Design axi_wr_burst_scheduler, sky130hd; sources not shown.
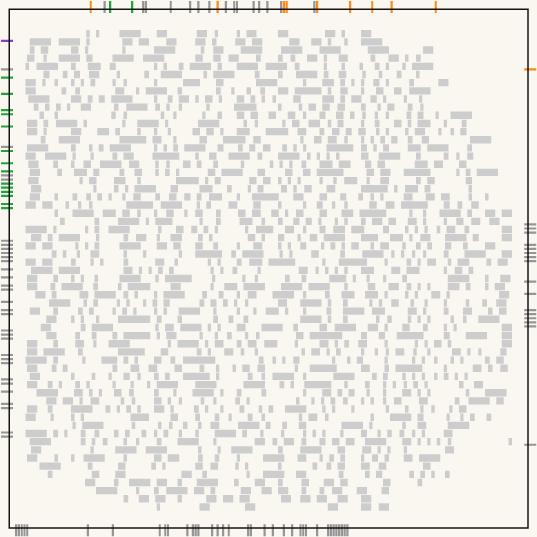
Run 1: I/O pins on the die edge
Drawn at 3 px/micron. Pins as bars across the die edge, other pins in gray.
legend:
  orange:
    port: req_len
    pins: 10
    direction: output
    edge: 9 top, 1 right
  green:
    port: burst_cnt
    pins: 16
    direction: output
    edge: 14 left, 2 top
  purple:
    port: axi_aclk
    pins: 1
    direction: input
    edge: left
all pins by edge: 45 left, 36 bottom, 26 top, 17 right
Die Wd: 172.5 microns
Die Ht: 172.5 microns

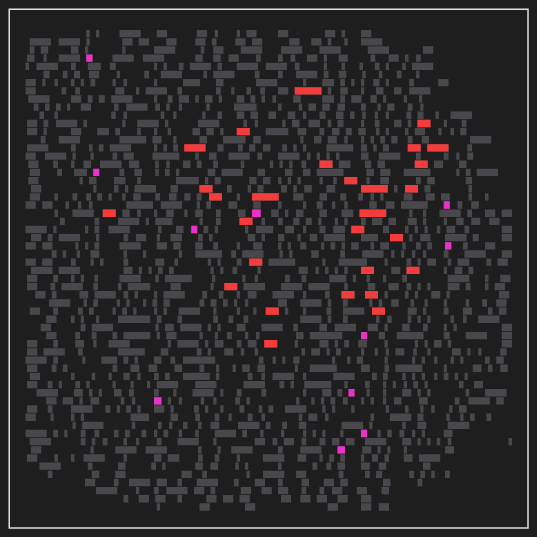
Run 1: selected gate families
Drawn at 3 px/micron.
legend:
  magenta:
    family: and/or cells
    cells: 11
  red:
    family: fa/ha/maj cells
    cells: 28
fin cells: 1,564
Top cell excl fill/tap: nand2_1
combinational share of cell area: 0.4276

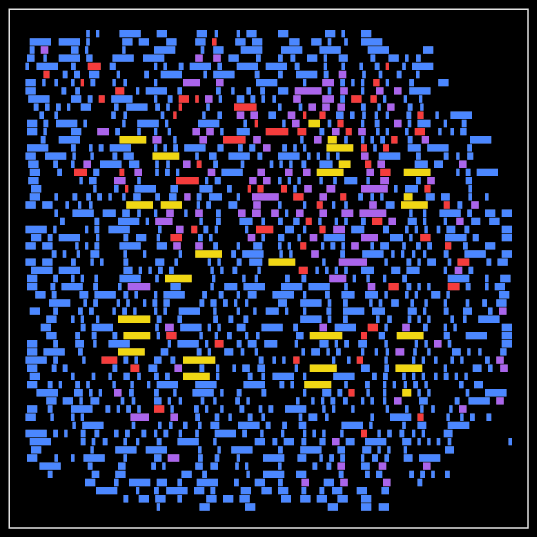
Run 1: drive-strength map
Drawn at 3 px/micron.
legend:
  red:
    size: x2
    cells: 68
    share: 5.5%
  purple:
    size: x3 and x4
    cells: 108
    share: 8.8%
  yellow:
    size: x6 and larger
    cells: 26
    share: 2.1%
  blue:
    size: x1 and smaller
    cells: 1,027
    share: 84%
Plain + repair buffers: 196
Worst Setup Slack, final: -0.03348 ns
post-layout instance area: 9887 sq um
area grow syn2layout: 40.60%

==> ci_impl_report.md, run 1 <==
### Yosys + OpenROAD results

| Metric | Value |
|---|---|
| Status | `finished with violations` |
| Failing checks | `setup timing` |
| Clock sinks | `118` |
| Yosys warning count | `0` |
| CTS buffer count | `17` |
| Routed vias/inst | `4.879` |
| Final period util | `1.011` |
| Fin Hold WS | `0.4541 ns` |
| Final #Nets | `1,307` |
| # fillers | `3,101` |
| RePlAce Congestion | `0.8287` |
| Post-Synthesis Cells | `1,043` |
| Mapped Area | `7032 sq um` |
| # hold bufs at CTS | `0` |
| Maximum vdd ir drop | `0.3387 mV` |
| Setup crit end kind | `flop` |
| First-pass DRT Iterations | `4` |
| Largest net degree at the start of global routing | `67` |
| FMAX | `0.3191 GHz` |
| Synth unique cells | `50` |
| Core area | `26,350 sq um` |
| Setup CP Type | `flop to flop` |
| Pwr Total | `5.153 mW` |
| Switching share of power | `0.3372` |
| Post-synth seq share | `0.3359` |
| Asr flop ratio synth | `0` |
| Power per cell area | `521.1 nW/um^2` |
| Synthesized area per cell | `6.742 sq um` |
| Global-route wire length before repair | `45,510 microns` |
| Worst Setup Slack, final | `-0.03348 ns` |
| R2R Setup Slk | `-0.03 ns` |
| Worst path most repeated cell | `nand2_1` |
| Pins Over Slew Limit | `0` |
| Worst Max-Slew Pin Slew | `0.6968 ns` |
| Top cells by count, synth | `nand2_1, inv_1, dfxtp_1` |
| Clock H-tree levels | `4` |
| Placed instance count | `1,525` |
| Top_reg_cell synth | `dfxtp_1` |
| Clk buf depth | `2` |
| Leak | `4.245 nW` |
| Yosys top cell by area | `dfxtp_1` |
| Setup violators final | `2` |
| Final TNS setup | `-0.04940 ns` |
| Clk_skew | `0.01891 ns` |
| Psw | `1.737 mW` |
| Synthesis area per yosys | `7032 sq um` |
run 1: final cells by class:
class                           count  area, sq um  share of cell area
Inverter                          134        505.5             0.05113
Timing Repair Buffer              196         1764              0.1784
Clock buffer                       17        425.4             0.04303
Multi-Input combinational cell    750         4228              0.4276
Sequential cell                   118         2367              0.2394
Clock inverter                     14        177.7             0.01797
Tap cell                          335        419.2             0.04239
run 1: routing by layer:
layer / vias to the layer above / part of all wire / track usage
li1: 3789 / - / -
met5: - / 0.00045 / 0
met1: 3711 / 0.44 / 0.2418
met2: 109 / 0.51 / 0.3532
met4: 2 / 0.010 / 0.04033
met3: 20 / 0.041 / 0.03909
run 1: cells in the final DEF, fill, tap and decap left out, types with 11 or more instances in the layout:
cell,instances
a21oi_1,104
clkbuf_16,17
clkdlybuf4s50_1,110
nor2_1,103
o21ai_0,68
xor2_1,24
nand4_1,11
buf_4,82
nand2_1,200
a221oi_1,18
nor2_2,11
ha_1,22
o211ai_1,14
nor3_1,14
dfxtp_1,114
nand3_1,51
nand2_2,12
inv_1,122
run 1: cell families (layout without fill, tap and decap cells):
kind of cell,count (synthesis),count (layout),share of synthesized area
AND/OR/NAND/NOR,445,445,0.2779
AND-OR/OR-AND,240,240,0.1964
buffers and inverters,182,361,0.1018
flip-flops,118,118,0.3359
adder cells (fa/ha/maj),28,28,0.05196
XOR/XNOR,28,28,0.03488
other,2,9,0.001068
run 1: critical path, delay by kind of cell (launching register included):
family	cells	cell delay, ns
buf+inv	4	0.40
simple gates	14	1.66
compound gates	2	0.27
fa+ha+maj	1	0.23
flops	1	0.34
xor+xnor	1	0.15
run 1: what timing repair did:
action | 4_1_cts | 5_1_grt
setup endpoints to repair | 11 | 25
pin swaps | 15 | 6
setup buffers | 5 | 3
gates resized | 24 | 29
Run 1, placement view:
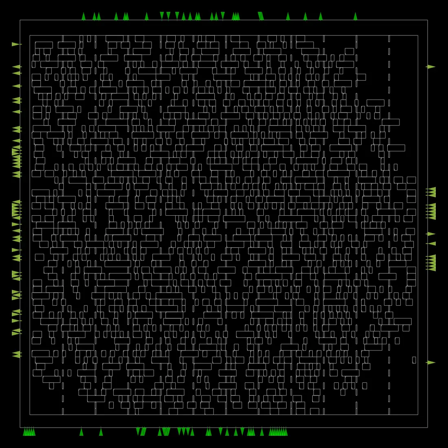

==> inputs of run 2 (changes only) <==
Settings changed: MAX_ROUTING_LAYER from default to met4, SKIP_LAST_GASP from default to 1.
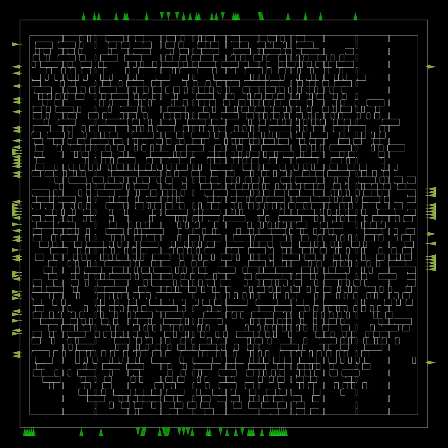
Run 2: placement view
Flops: 118
core area: 26,350 sq um
flop share of the area: 0.2405
Rows: 59

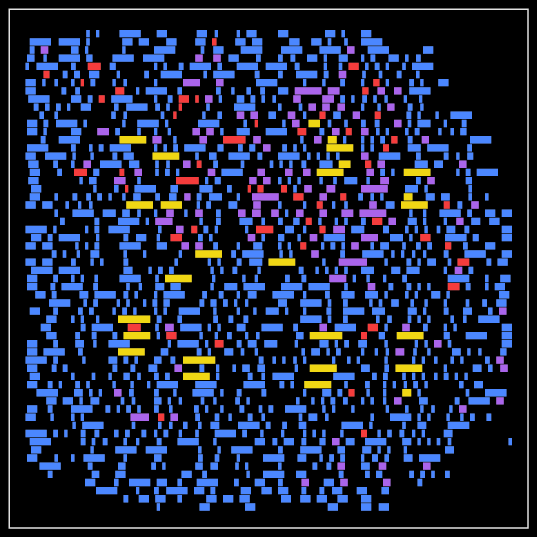
Run 2: drive-strength map
Drawn at 3 px/micron.
legend:
  purple:
    size: x3 and x4
    cells: 107
    share: 8.7%
  blue:
    size: x1 and smaller
    cells: 1,044
    share: 85%
  red:
    size: x2
    cells: 53
    share: 4.3%
  yellow:
    size: x6 and larger
    cells: 26
    share: 2.1%
Worst Setup Slack, final: -0.03376 ns
area grow syn2layout: 39.82%
Plain + repair buffers: 197
post-layout instance area: 9832 sq um

==> run 2 against run 1 <==
  * The run still ends with setup timing left
  * Total power fell by 0.30%
  * Die area did not move
  * Worst setup slack barely moved
  * Critical endpoint is now req_len[6]
==> ci_impl_report.md, run 2 <==
### Yosys + OpenROAD results

| Metric | Value |
|---|---|
| Status | `finished with violations` |
| Failing checks | `setup timing` |
| Global-route wire length before repair | `45,520 microns (about the same)` |
| Worst path most repeated cell | `nand2_2` |
| Synthesis area per yosys | `7032 sq um (unchanged)` |
| Psw | `1.728 mW (-0.55%)` |
| Fin Hold WS | `0.4543 ns (+0.0001850 ns)` |
| Setup violators final | `2 (unchanged)` |
| Top Layout Cells | `nand2_1, inv_1, dfxtp_1` |
| Post-synth seq share | `0.3359 (unchanged)` |
| # fillers | `3,104 (+0.097%)` |
| Synth unique cells | `50 (unchanged)` |
| Setup CP Type | `flop to flop` |
| Clock H-tree levels | `4 (unchanged)` |
| Synthesized area per cell | `6.742 sq um (unchanged)` |
| WP depth | `20 (-9.1%)` |
| Register area | `2365 sq um (-0.11%)` |
| Yosys top cell by area | `dfxtp_1` |
| Power per cell area | `522.5 nW/um^2 (+0.26%)` |
| Fin cells | `1,566 (+0.13%)` |
| Worst path bufs/invs | `4 (unchanged)` |
| Mapped Area | `7032 sq um (unchanged)` |
| # hold bufs at CTS | `0 (unchanged)` |
| Leak | `4.224 nW (-0.50%)` |
| Placed instance count | `1,525 (unchanged)` |
| Top_reg_cell synth | `dfxtp_1` |
| Die Ht | `172.5 microns (unchanged)` |
| Setup crit end kind | `flop` |
| Post-Synthesis Cells | `1,043 (unchanged)` |
| Clk_skew | `0.01780 ns (-0.001109 ns)` |
| Worst Max-Slew Pin Slew | `0.6928 ns (-0.004009 ns)` |
| Worst Setup Slack, final | `-0.03376 ns (-0.0002769 ns)` |
| Largest net degree at the start of global routing | `67 (unchanged)` |
| Pwr Total | `5.137 mW (-0.30%)` |
[run 2: cell types whose count changed in the layout (fill, tap and decap cells not counted), sizes merged]
cell and change:
buf +1, diode +1
[run 2: cells by family after synthesis]
family | after synthesis | synth area share
flops | 118 | 0.3359
buf+inv | 182 | 0.1018
other cells | 2 | 0.001068
compound gates | 240 | 0.1964
fa+ha+maj | 28 | 0.05196
simple gates | 445 | 0.2779
xor+xnor | 28 | 0.03488
[run 2: what timing repair did]
item,4_1_cts,5_1_grt
gates resized,21,10
pin swaps,15,8
buffers inserted,5,4
endpoints found under the setup margin,11,25
cloned,0,0
[run 2: power groups by stage]
stage	Sequential, mW	Clock, mW	Combinational, mW
CTS	1.65	2.18	1.34
global route	1.66	2.25	1.53
global placement	1.68	0	1.23
detailed placement	1.68	0	1.26
floorplan	1.73	0	0.691
finish	1.65	2.12	1.37
[run 2: per-layer routing]
metal	vias to the layer above	share of wire	global-route usage	routed length [microns]
met5	-	0	-	0
met4	0	0.011	0.04033	320
met3	21	0.033	0.03704	940
met2	106	0.51	0.3527	14570
met1	3714	0.45	0.2429	12830
li1	3788	-	-	-
[run 2: final cells by class]
cell class,count,area share
tap,335,0.04263
clock inverter,14,0.01807
multi-input combinational,750,0.4236
clock buffer,17,0.04327
sequential,118,0.2405
timing repair buffer,197,0.1802
inverter,134,0.05141
antenna,1,0.0002545
Power and IR drop assume default switching activity.
